[src/rtl/udc_param.sv]
// Parametrised up/down counter (wrap or saturate, synchronous load) with a
// registered, multiplexed hexadecimal 7-segment display scanner.
module udc_param #(
    parameter int WIDTH    = 4,
    parameter int MODULUS  = 16,
    parameter int SATURATE = 0,
    parameter int SCAN_DIV = 1024
) (
    input  logic                     clock,
    input  logic                     reset,
    input  logic                     enable,
    input  logic                     updown,
    input  logic                     load,
    input  logic [WIDTH-1:0]         load_value,
    output logic [WIDTH-1:0]         out,
    output logic                     outw,
    output logic [(WIDTH+3)/4-1:0]   an,
    output logic [6:0]               seg,
    output logic                     dp
);

    localparam int DIGITS = (WIDTH + 3) / 4;
    localparam int SW     = (SCAN_DIV > 1) ? $clog2(SCAN_DIV) : 1;
    localparam int DW     = (DIGITS > 1) ? $clog2(DIGITS) : 1;

    localparam logic [WIDTH:0]  TOP        = (WIDTH+1)'(MODULUS - 1);
    localparam logic [SW-1:0]   SCAN_LAST  = SW'(SCAN_DIV - 1);
    localparam logic [DW-1:0]   DIGIT_LAST = DW'(DIGITS - 1);

    logic [WIDTH-1:0]  count_q, count_d;
    logic              outw_q, outw_d;
    logic [SW-1:0]     scan_q, scan_d;
    logic [DW-1:0]     digit_q, digit_d;
    logic [DIGITS-1:0] an_q, an_d;
    logic [6:0]        seg_q, seg_d;
    logic              dp_q, dp_d;
    logic              updown_q, updown_d;

    logic [WIDTH:0]      cnt_ext;
    logic [WIDTH:0]      ld_ext;
    logic [DIGITS*4-1:0] padded;
    logic [3:0]          nibble;

    function automatic logic [6:0] hex_glyph(input logic [3:0] v);
        case (v)
            4'h0:    hex_glyph = 7'b1111110;
            4'h1:    hex_glyph = 7'b0110000;
            4'h2:    hex_glyph = 7'b1101101;
            4'h3:    hex_glyph = 7'b1111001;
            4'h4:    hex_glyph = 7'b0110011;
            4'h5:    hex_glyph = 7'b1011011;
            4'h6:    hex_glyph = 7'b1011111;
            4'h7:    hex_glyph = 7'b1110000;
            4'h8:    hex_glyph = 7'b1111111;
            4'h9:    hex_glyph = 7'b1111011;
            4'hA:    hex_glyph = 7'b1110111;
            4'hB:    hex_glyph = 7'b0011111;
            4'hC:    hex_glyph = 7'b1001110;
            4'hD:    hex_glyph = 7'b0111101;
            4'hE:    hex_glyph = 7'b1001111;
            default: hex_glyph = 7'b1000111;
        endcase
    endfunction

    // Bound checks use WIDTH+1 bits so MODULUS = 2^WIDTH cannot alias to 0.
    always_comb begin
        cnt_ext = {1'b0, count_q};
        ld_ext  = {1'b0, load_value};
        count_d = count_q;
        outw_d  = 1'b0;
        if (load) begin
            count_d = (ld_ext > TOP) ? TOP[WIDTH-1:0] : load_value;
        end else if (enable) begin
            if (updown) begin
                outw_d = (cnt_ext == TOP);
                if (cnt_ext == TOP) begin
                    count_d = (SATURATE != 0) ? count_q : '0;
                end else begin
                    count_d = count_q + WIDTH'(1);
                end
            end else begin
                outw_d = (cnt_ext == '0);
                if (cnt_ext == '0) begin
                    count_d = (SATURATE != 0) ? count_q : TOP[WIDTH-1:0];
                end else begin
                    count_d = count_q - WIDTH'(1);
                end
            end
        end
    end

    always_comb begin
        scan_d  = scan_q + SW'(1);
        digit_d = digit_q;
        if (scan_q == SCAN_LAST) begin
            scan_d  = '0;
            digit_d = (digit_q == DIGIT_LAST) ? '0 : digit_q + DW'(1);
        end
    end

    // Display registers sample the current count and digit, one cycle behind.
    always_comb begin
        padded             = '0;
        padded[WIDTH-1:0]  = count_q;
        nibble             = '0;
        an_d               = '0;
        for (int unsigned i = 0; i < DIGITS; i++) begin
            if (digit_q == DW'(i)) begin
                nibble  = padded[i*4 +: 4];
                an_d[i] = 1'b1;
            end
        end
        seg_d    = hex_glyph(nibble);
        dp_d     = (digit_q == '0) && !updown_q;
        updown_d = updown;
    end

    always_ff @(posedge clock or negedge reset) begin
        if (!reset) begin
            count_q  <= '0;
            outw_q   <= 1'b0;
            scan_q   <= '0;
            digit_q  <= '0;
            an_q     <= DIGITS'(1);
            seg_q    <= 7'b1111110;
            dp_q     <= 1'b0;
            updown_q <= 1'b1;
        end else begin
            count_q  <= count_d;
            outw_q   <= outw_d;
            scan_q   <= scan_d;
            digit_q  <= digit_d;
            an_q     <= an_d;
            seg_q    <= seg_d;
            dp_q     <= dp_d;
            updown_q <= updown_d;
        end
    end

    assign out  = count_q;
    assign outw = outw_q;
    assign an   = an_q;
    assign seg  = seg_q;
    assign dp   = dp_q;

endmodule

[config.mk]
export PLATFORM = sky130hd
export DESIGN_NAME = udc_param
export DESIGN_NICKNAME = d
export VERILOG_FILES = /design/src/rtl/udc_param.sv
export SDC_FILE = /design/constraint.sdc
export NUM_CORES = 1
export LEC_CHECK = 0
export CORE_UTILIZATION = 29
export CTS_BUF_LIST = sky130_fd_sc_hd__clkbuf_8
export CTS_CLUSTER_SIZE = 30
export DETAILED_ROUTE_END_ITERATION = 10
export SETUP_SLACK_MARGIN = 0.5
export SLEW_MARGIN = 15
export SYNTH_ARGS = -nofsm -noshare
export SYNTH_HDL_FRONTEND = slang
export SYNTH_SLANG_ARGS = --single-unit
[constraint.sdc]
create_clock -name clock -period 4.1 [get_ports clock]
set_input_delay 1.025 -clock clock [delete_from_list [all_inputs] [get_ports clock]]
set_output_delay 1.025 -clock clock [all_outputs]
set_load 0.02 [all_outputs]
met1.png
Cells faint in the background.
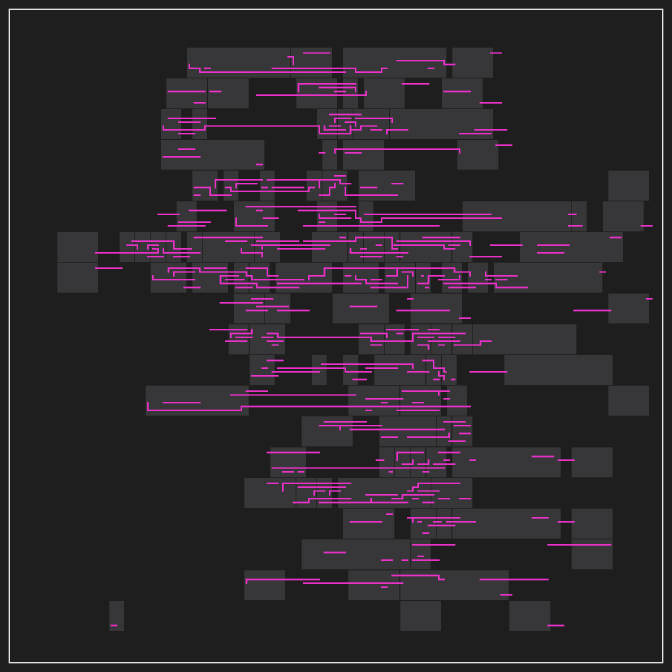
share of all routed wire: 44%
main direction: horizontal
nets with wire on the layer: 114
longest straight run: 20.2 um
M1 GR Usage: 0.144
Via Count: 739
drt total wl: 1790 um

met2.png
Bar = 20 um.
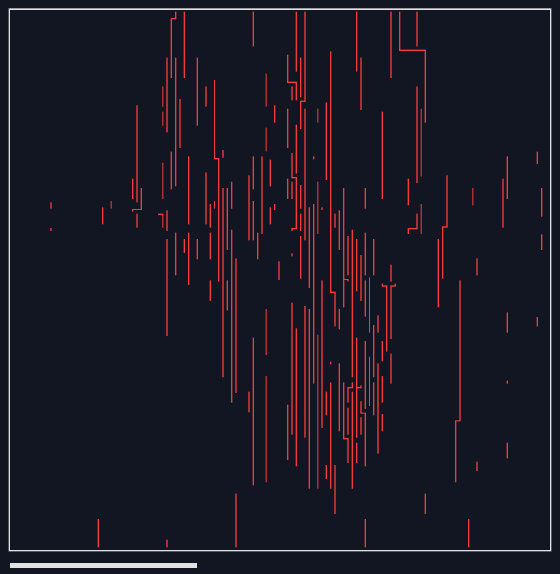
nets with wire on the layer: 103
longest straight run: 25.7 um
share of all routed wire: 50%
GR Util met2: 0.201

==> results.yml <==
# synthesis and place-and-route metrics
cells_and_area:
  lay_top_cells: "21 x clkdlybuf4s50_1, 10 x inv_1, 10 x nand2_1"
  drive_above_1_share: 0.103
  layout_top_cell: "clkdlybuf4s50_1"
  comb_share: 0.404
  nFillCells: 296
  buffers: 21
  inverters_excl_clock: 9
  logic_gate_count: 68
  antennaDiodeCount: 0
  seq_area_frac: 0.312
  stdcell_count: 147
  seqCellArea_sq_um: 359
clock_network:
  clkTransAtPathRegs_ns: 0.06
  cts_hold_buf: 0
  cts_resized: 0
  post_cts.repair.setup_buffers: 0
  root_buffer: "clkbuf_8"
grt:
  grt_pass1_vias: 688
  antenna_found_initial: 0
  grt_max_degree: 26
  track_usage: 0.120
synthesis:
  simple_gate_area_frac: 0.152
  ys_warn_count: 0
  syn_avg_cell_area_sq_um: 9.18
  ys_types: 33
  ys_area_sq_um: 900
  synthCells: 98
  flop_cell: "dfstp_2"
  synthTopCellsByArea: "dfstp_2 20%, dfrtp_1 19%, ha_1 13%"
  synthAdderAreaFrac: 0.125
  yosysSeqAreaShare: 0.399
  synthXorXnorAreaFrac: 0.00974
  topCombFamilyByArea: "AND-OR/OR-AND gates"
  synth_nets: 116
  edf_count: 0
  synth_area_sq_um: 900
  synth_top_cell_by_area: "dfstp_2"
  yosys_cells: 98
worst_setup_path:
  cp.required_ns: 3.07
  r2r.worst_path.cells: 6
  cp.depth: 1
  crit_chain: "clkdlybuf4s50_1"
  endpoint: "out[2]"
  cp_data_arrival_time_ns: 1.79
  worst_path_max_delay_cell: "dfrtp_1"
  rr_endpoint: "out[2]$_DFFE_PN0P_"
drt:
  antenna_left: 0
  drt_iter0_markers: 22
  viasPerCell: 5.03
  drc: 1
  drtPass1Iterations: 7
place:
  hpwl_um: 1260
  placed_cells_incl_taps: 143
  place.gp.congestion: 0.822
final_timing:
  max_freq_mhz: 356
  fin_crit_ns: 2.81
  worstMarginPinSlew_ns: 0.718
  fin_ws_ns: 1.29
  finalMaxSlewViolations: 0
  hold_viol: 0
  slew_headroom: 0.521
  fin_skew_ns: 0.00228
  setup_viol: 0
run_status:
  outcome: "complete, but fails checks"
  violations: "DRC"
hold_path:
  min_delay_path_depth: 1
  hold_class: "reg2reg"
  whs_endpoint: "dp$_DFF_PN0_"
  min_from: "updown_q$_DFF_PN1_"
die:
  die_x_um: 57.7
  num_rows: 19
  taps: 31
  core_area_sq_um: 2850
  io_pins: 23
  initCoreUtil: 0.315
power:
  seq_power_share: 0.419
  peakVddDrop_uv: 101
  power_density_nw_per_um2: 403
  maxPowerGroup: "registers"
  power_leakage_uw: 0.000505
  swShare: 0.331
  internal_power_uw: 311
  p_sw_uw: 153
job:
  drv_cap: 0
met3.png
Bar = 20 um.
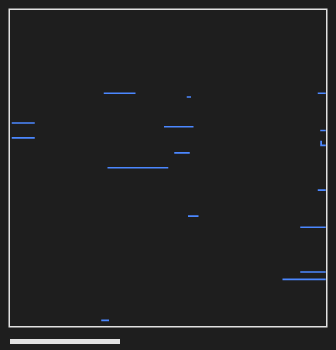
longest straight run: 10.8 um
main direction: horizontal
wire length on this layer: 55.4 um
nets with wire on the layer: 13
met3 Use GR: 0.0134

final_clocks.png
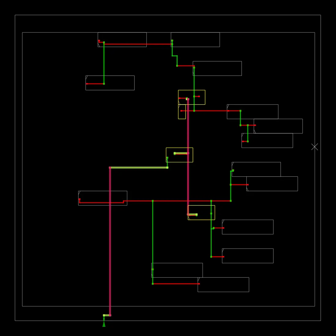
Clock Power: 117 uW
Num Clock Sinks: 14
flip-flops: 14

## state kept, by name, summed over array words and instances (netlist names)
name      count
outw          1
dp            1
seg           7
updown_q      1
out           4
## stage by stage
step | area (sq um) | utilization
final | 1150 | 0.404
after global routing | 1150 | 0.404
after CTS | 1150 | 0.404
after detailed placement | 1110 | 0.388
after global placement | 1110 | 0.388
after floorplan | 900 | -
## cell families after synthesis
group / count (synthesis)
DFF: 14
buffers and inverters: 16
and+or+nand+nor: 27
AOI/OAI and AO/OA: 27
xor gates and xnor gates: 1
muxes: 3
other: 1
adders and majority gates: 9
## layer usage
metal  vias up  wire length [um]  share of wire
li1        367                 -              -
met1       349               789           0.44
met2        18               894           0.50
met3         5                55          0.031
met4         0                49          0.027
met5         -                 0              0
Power figures rest on the tool's default switching activity, not on a simulated workload.
